--- src/rtl/p2p_pkg.sv ---
// Shared constants and state encoding for the p2p result collector.
package p2p_pkg;
  localparam int P2P_SIZE  = 16;
  localparam int P2P_DW    = 8;
  localparam int P2P_SUM_W = P2P_DW + $clog2(P2P_SIZE);
  // Counter width must hold the value SIZE itself, not just SIZE-1.
  localparam int P2P_CNT_W = $clog2(P2P_SIZE + 1);

  typedef enum logic [1:0] {
    ST_IDLE    = 2'd0,
    ST_CAPTURE = 2'd1,
    ST_READOUT = 2'd2
  } st_e;
endpackage

--- src/rtl/p2p_result_collector_if.sv ---
// Bus between the collector and its surroundings: sample capture in, product stream and status out.
// Handshake: a readout beat transfers on a posedge where out_valid & out_ready; while out_ready=0 the
// collector holds out_data/out_valid/out_last. prod_valid has no backpressure and is sampled every cycle.
interface p2p_result_collector_if;
  import p2p_pkg::*;
  logic [P2P_DW-1:0]    prod_in;
  logic                 prod_valid;
  logic                 done_in;
  logic                 out_ready;
  logic [P2P_DW-1:0]    out_data;
  logic                 out_valid;
  logic                 out_last;
  logic [P2P_SUM_W-1:0] sum_out;
  logic                 sum_valid;
  logic                 busy;
  logic                 overrun;
  st_e                  state;

  modport master (
    output prod_in, prod_valid, done_in, out_ready,
    input  out_data, out_valid, out_last, sum_out, sum_valid, busy, overrun, state
  );
  modport slave (
    input  prod_in, prod_valid, done_in, out_ready,
    output out_data, out_valid, out_last, sum_out, sum_valid, busy, overrun, state
  );
endinterface

--- src/rtl/p2p_frame_buf.sv ---
// Frame buffer: DEPTH x W register file, one write port, one registered read port.
module p2p_frame_buf
  import p2p_pkg::*;
#(
  parameter int DEPTH = P2P_SIZE,
  parameter int W     = P2P_DW,
  parameter int AW    = $clog2(DEPTH)
) (
  input  logic          clk,
  input  logic          rst,
  input  logic          we,
  input  logic [AW-1:0] waddr,
  input  logic [W-1:0]  wdata,
  input  logic          re,
  input  logic [AW-1:0] raddr,
  output logic [W-1:0]  rdata
);
  logic [W-1:0] mem [DEPTH];

  always_ff @(posedge clk) begin
    if (we) mem[waddr] <= wdata;
  end

  // Read register is reset so the collector's out_data reads 0 out of reset; it holds when re=0.
  always_ff @(posedge clk) begin
    if (!rst)    rdata <= '0;
    else if (re) rdata <= mem[raddr];
  end
endmodule

--- src/rtl/p2p_result_collector.sv ---
// Captures a frame of products into a buffer while summing them, then replays the frame
// over a valid/ready stream with a last marker.
module p2p_result_collector
  import p2p_pkg::*;
(
  input  logic                  clk,
  input  logic                  rst,
  p2p_result_collector_if.slave bus
);
  localparam int AW = $clog2(P2P_SIZE);
  localparam logic [P2P_CNT_W-1:0] SIZE_C = P2P_CNT_W'(P2P_SIZE);
  localparam logic [P2P_CNT_W-1:0] ONE_C  = P2P_CNT_W'(1);

  st_e                  state, state_nxt;
  logic [P2P_CNT_W-1:0] wr_cnt, rd_idx;
  logic [P2P_SUM_W-1:0] sum, prod_ext;
  logic                 out_valid_q, out_last_q, overrun_q;
  logic                 full, store, load, fin;
  logic [P2P_DW-1:0]    rdata;
  logic [AW-1:0]        waddr;

  always_comb begin
    prod_ext = {{(P2P_SUM_W-P2P_DW){1'b0}}, bus.prod_in};
    full     = (wr_cnt == SIZE_C);
    store    = bus.prod_valid && (state != ST_READOUT) && !full;
    waddr    = (state == ST_IDLE) ? '0 : wr_cnt[AW-1:0];
    // Fetch the next word when the output register is empty or being drained, unless the last beat is showing.
    load     = (state == ST_READOUT) && (!out_valid_q || bus.out_ready) && !(out_valid_q && out_last_q);
    fin      = (state == ST_READOUT) && out_valid_q && bus.out_ready && out_last_q;
  end

  always_comb begin
    state_nxt = state;
    case (state)
      ST_IDLE:    if (bus.prod_valid) state_nxt = ST_CAPTURE;
      ST_CAPTURE: if (bus.done_in || full || (store && (wr_cnt + ONE_C == SIZE_C)))
                    state_nxt = ST_READOUT;
      ST_READOUT: if (fin) state_nxt = ST_IDLE;
      default:    state_nxt = ST_IDLE;
    endcase
  end

  always_ff @(posedge clk) begin
    if (!rst) begin
      state       <= ST_IDLE;
      wr_cnt      <= '0;
      rd_idx      <= '0;
      sum         <= '0;
      out_valid_q <= 1'b0;
      out_last_q  <= 1'b0;
      overrun_q   <= 1'b0;
    end else begin
      state <= state_nxt;
      if (store) begin
        wr_cnt <= (state == ST_IDLE) ? ONE_C : wr_cnt + ONE_C;
        sum    <= (state == ST_IDLE) ? prod_ext : sum + prod_ext;
      end
      if (bus.prod_valid && !store) overrun_q <= 1'b1;
      if (load) begin
        out_valid_q <= 1'b1;
        out_last_q  <= (rd_idx == wr_cnt - ONE_C);
        rd_idx      <= rd_idx + ONE_C;
      end else if (out_valid_q && bus.out_ready) begin
        out_valid_q <= 1'b0;
        out_last_q  <= 1'b0;
      end
      if (fin) begin
        wr_cnt <= '0;
        rd_idx <= '0;
      end
    end
  end

  p2p_frame_buf #(.DEPTH(P2P_SIZE), .W(P2P_DW), .AW(AW)) u_buf (
    .clk   (clk),
    .rst   (rst),
    .we    (store),
    .waddr (waddr),
    .wdata (bus.prod_in),
    .re    (load),
    .raddr (rd_idx[AW-1:0]),
    .rdata (rdata)
  );

  assign bus.out_data  = rdata;
  assign bus.out_valid = out_valid_q;
  assign bus.out_last  = out_last_q;
  assign bus.sum_out   = sum;
  assign bus.sum_valid = (state == ST_READOUT);
  assign bus.busy      = (state != ST_IDLE);
  assign bus.overrun   = overrun_q;
  assign bus.state     = state;
endmodule
--- src/flat_wrapper.sv ---
// flat-port wrapper written by rule: the top's interface ports become plain ports
module p2p_result_collector_flat import p2p_pkg::*;
  (clk, rst, bus_prod_in, bus_prod_valid, bus_done_in, bus_out_ready, bus_out_data, bus_out_valid, bus_out_last, bus_sum_out, bus_sum_valid, bus_busy, bus_overrun, bus_state);
  p2p_result_collector_if bus_i ();
  input  logic clk;
  input  logic rst;
  input wire logic [$bits(bus_i.prod_in)-1:0] bus_prod_in;
  input wire logic [$bits(bus_i.prod_valid)-1:0] bus_prod_valid;
  input wire logic [$bits(bus_i.done_in)-1:0] bus_done_in;
  input wire logic [$bits(bus_i.out_ready)-1:0] bus_out_ready;
  output wire logic [$bits(bus_i.out_data)-1:0] bus_out_data;
  output wire logic [$bits(bus_i.out_valid)-1:0] bus_out_valid;
  output wire logic [$bits(bus_i.out_last)-1:0] bus_out_last;
  output wire logic [$bits(bus_i.sum_out)-1:0] bus_sum_out;
  output wire logic [$bits(bus_i.sum_valid)-1:0] bus_sum_valid;
  output wire logic [$bits(bus_i.busy)-1:0] bus_busy;
  output wire logic [$bits(bus_i.overrun)-1:0] bus_overrun;
  output wire logic [$bits(bus_i.state)-1:0] bus_state;
  assign bus_i.prod_in = bus_prod_in;
  assign bus_i.prod_valid = bus_prod_valid;
  assign bus_i.done_in = bus_done_in;
  assign bus_i.out_ready = bus_out_ready;
  assign bus_out_data = bus_i.out_data;
  assign bus_out_valid = bus_i.out_valid;
  assign bus_out_last = bus_i.out_last;
  assign bus_sum_out = bus_i.sum_out;
  assign bus_sum_valid = bus_i.sum_valid;
  assign bus_busy = bus_i.busy;
  assign bus_overrun = bus_i.overrun;
  assign bus_state = bus_i.state;
  p2p_result_collector u_core (.clk(clk), .rst(rst), .bus(bus_i));
endmodule
--- config.mk ---
export PLATFORM = sky130hd
export DESIGN_NAME = p2p_result_collector_flat
export DESIGN_NICKNAME = d
export VERILOG_FILES = /design/src/rtl/p2p_pkg.sv /design/src/rtl/p2p_result_collector_if.sv /design/src/rtl/p2p_frame_buf.sv /design/src/rtl/p2p_result_collector.sv /design/src/flat_wrapper.sv
export SDC_FILE = /design/constraint.sdc
export NUM_CORES = 1
export LEC_CHECK = 0
export CORE_AREA = 4 4 154 97
export CTS_CLUSTER_DIAMETER = 120
export CTS_CLUSTER_SIZE = 30
export DETAILED_ROUTE_END_ITERATION = 6
export DIE_AREA = 0 0 158 101
export PLACE_DENSITY = 0.73
export SETUP_SLACK_MARGIN = 0.05
export SYNTH_ARGS = -nofsm -noshare
export SYNTH_HDL_FRONTEND = slang
export SYNTH_HIERARCHICAL = 1
export SYNTH_SLANG_ARGS = --single-unit
--- constraint.sdc ---
create_clock -name clk -period 2.8 [get_ports clk]
set_input_delay 0.42 -clock clk [delete_from_list [all_inputs] [get_ports clk]]
set_output_delay 0.42 -clock clk [all_outputs]
set_load 0.03 [all_outputs]
Fig. 1: routing congestion
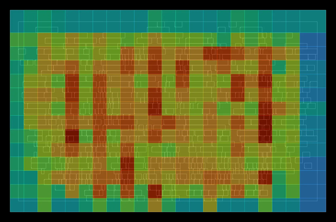
peak-usage layer in the global routing report: met1
met2 Track Usage GR: 30.99%
Tot GR Track Use: 21.56%
Routed WL per cell: 20.38 microns
global routing usage on met3: 5.448%

Fig. 2: signal wires on met4
Drawn at 2 px/micron.
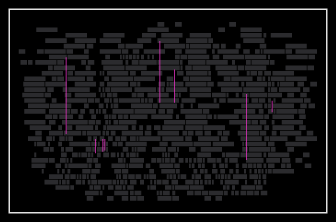
The longest straight run is 38.1 microns. 6 nets have wire on it.

Fig. 3: clock network drawn from the DEF
Drawn at 2 px/micron.
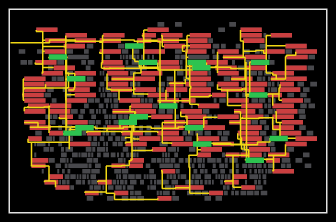
Key: flip-flops = red [count 163]; clock wires = yellow [length 1760 microns]; clock drivers = green [count 17]
There are 18 routed clock nets.

Fig. 4: routed metal, one color a layer
Drawn at 2 px/micron.
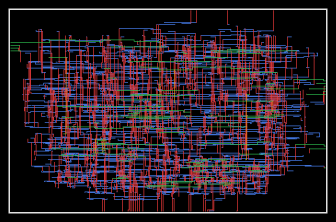
Key: metal 1 = blue [wire length 7770 microns]; metal 3 = green [wire length 1400 microns]; metal 2 = red [wire length 7130 microns]; metal 4 = orange [wire length 141 microns]

==> summary.txt <==
Summary of implementation figures.

Run status
The run finished with clean final reports.

Power
Net switching is a little under a quarter of the power. The worst ir drop on vdd is 423.7 uV. Overall power consumption after layout is estimated at 5.537 mW.

The fraction of power consumed by the clock network is between 40% and 50%. The flow reported a cell area power density of about 650 mW/mm^2. The dominant power group in this design is registers.

The cell-internal power is 4.241 mW. The leakage power is 2.845 nW.

Clock tree
No sink is reached through more buffers than the 2 on the longest clock path. The number of clock buffers inserted by TritonCTS is 17. The clock reaches the later pin of the worst-skew pair after 0.42 ns. The root buffer selected by CTS is sky130_fd_sc_hd__clkbuf_16.

TritonCTS built the clock tree. The number of gates resized after CTS was 0. The clock slew at the register clock pins of the worst setup and hold paths is about 0.070 ns.

Final layout
The layout report lists the multi-input gate area as 0.002380 sq mm. The number of antenna diodes is 0. The layout overhead on the synthesized area is 18.56%. The register with the highest flop count is u_core/u_buf/mem.

The final layout net count is 645. The total number of multi-input combinational cells is 348. The buffering overhead is between 8 and 9%. Clock buffers in the final layout number 17. Measured on the final layout, the clock distribution area share stands at 7.291%. The finished layout reports a core utilization of 63.30%.

The final design area excluding fillers is 0.008494 sq mm. Across the whole layout, storage elements account for 0.004548 sq mm. The register share of the cell area is 53.54%.

Drt
The DRC violation count after routing is 0. The detailed router reported a total wirelength of 16440 microns.

Logic synthesis
Yosys mapped a number of flops with a built-in enable equal to between 100 and 150. Post-synth the commonest register cell is sky130_fd_sc_hd__edfxtp_1. The synthesized netlist cell count is 546.

The synthesized netlist was found by Yosys to have 546 cells. Measured against the total synthesized area, the mux share comes to 9.640%. Of the total synthesized cell area, the portion taken by full adders, half adders and majority gates is 2.375%. Summed over its instances, the top area cell type makes up between 50% and 60% of the synthesized netlist area. The synthesis warning total is 6.

The cell area after synthesis is just over 0.007 sq mm. The summed standard-cell area reported by yosys is 0.007164 sq mm. The main area contributors are sky130_fd_sc_hd__edfxtp_1 (54%), sky130_fd_sc_hd__dfxtp_1 (9.8%), sky130_fd_sc_hd__mux2i_1 (9.6%). The async set-or-reset flop fraction in the synthesized netlist is 0%. The register bit total from synthesis is 163. The synthesized area per cell is 13.12 sq um. Per the synthesis report, the XOR/XNOR share of the synthesized area is 1.589%.

GRT
The number of antenna violations at the first check in global routing was 0. The maximum number of pins on one net before global-route repair is 39. The first global-routing pass estimated 25690 microns of wire. The overflow left after global routing is 0.

Setup path
Listed in order, past its start point the critical path passes inv_1 -> ha_1 -> nand4bb_4 -> nand3_2 -> inv_2 -> buf_4 -> nand3_1 -> nor3_1 -> buf_4. Per STA, the startpoint of the critical path is u_core/wr_cnt[0]. The launch instance of the worst register-to-register path is u_core/wr_cnt[0]. The capture point of the critical path was reported as u_core/u_buf/mem[12][6]. All stages included, the depth of the critical timing path comes to 9. Together, buffers and inverters on the worst path number 4. The largest individual stage delay along the critical path comes from the cell sky130_fd_sc_hd__dfxtp_1. The critical path maximum fanout is 19. The report puts the cell count of the worst reg-to-reg path at 9.

Min path
Along the worst hold path, the cell count comes to 2. The end point of the worst hold path is u_core/u_buf/rdata[6].

Floorplan
The total die size is 0.01596 sq mm. The floorplan step set the die height to 101 microns.

Final timing
The clock skew after layout is between 0.006 and 0.007 ns. The final-report hold violation count is 0. The final-layout setup total negative slack is 0 ns.
placed cells by master, fill, tap and decap left out, drive strengths merged, types with 2 or more instances in the layout:
master | netlist | layout
edfxtp | 128 | 128
mux2i | 69 | 69
nor2 | 49 | 49
buf | 24 | 40
clkdlybuf4s50 | 0 | 39
nand3 | 37 | 37
dfxtp | 35 | 35
nand2 | 29 | 29
a21oi | 29 | 29
a22oi | 25 | 25
clkbuf | 1 | 17
inv | 9 | 17
o21ai | 15 | 15
ha | 12 | 12
nor3 | 10 | 10
xor2 | 8 | 8
nor2b | 7 | 7
a211oi | 6 | 6
nand2b | 6 | 6
xnor2 | 5 | 5
nand3b | 5 | 5
or3 | 4 | 4
a31oi | 4 | 4
clkinv | 1 | 4
bufinv | 0 | 3
and2 | 3 | 3
a41oi | 2 | 2
nand4 | 2 | 2
a21o | 2 | 2
Yosys cell counts, types with 6 or more instances:
library cell / number
sky130_fd_sc_hd__a211oi_1: 6
sky130_fd_sc_hd__a21oi_1: 28
sky130_fd_sc_hd__a22oi_1: 25
sky130_fd_sc_hd__buf_2: 12
sky130_fd_sc_hd__dfxtp_1: 35
sky130_fd_sc_hd__edfxtp_1: 128
sky130_fd_sc_hd__ha_1: 12
sky130_fd_sc_hd__inv_1: 7
sky130_fd_sc_hd__mux2i_1: 69
sky130_fd_sc_hd__nand2_1: 29
sky130_fd_sc_hd__nand3_1: 36
sky130_fd_sc_hd__nor2_1: 46
sky130_fd_sc_hd__nor2b_1: 7
sky130_fd_sc_hd__nor3_1: 10
sky130_fd_sc_hd__o21ai_0: 10
sky130_fd_sc_hd__xor2_1: 8
No activity file was given, so power comes from the tool's default toggle rates.
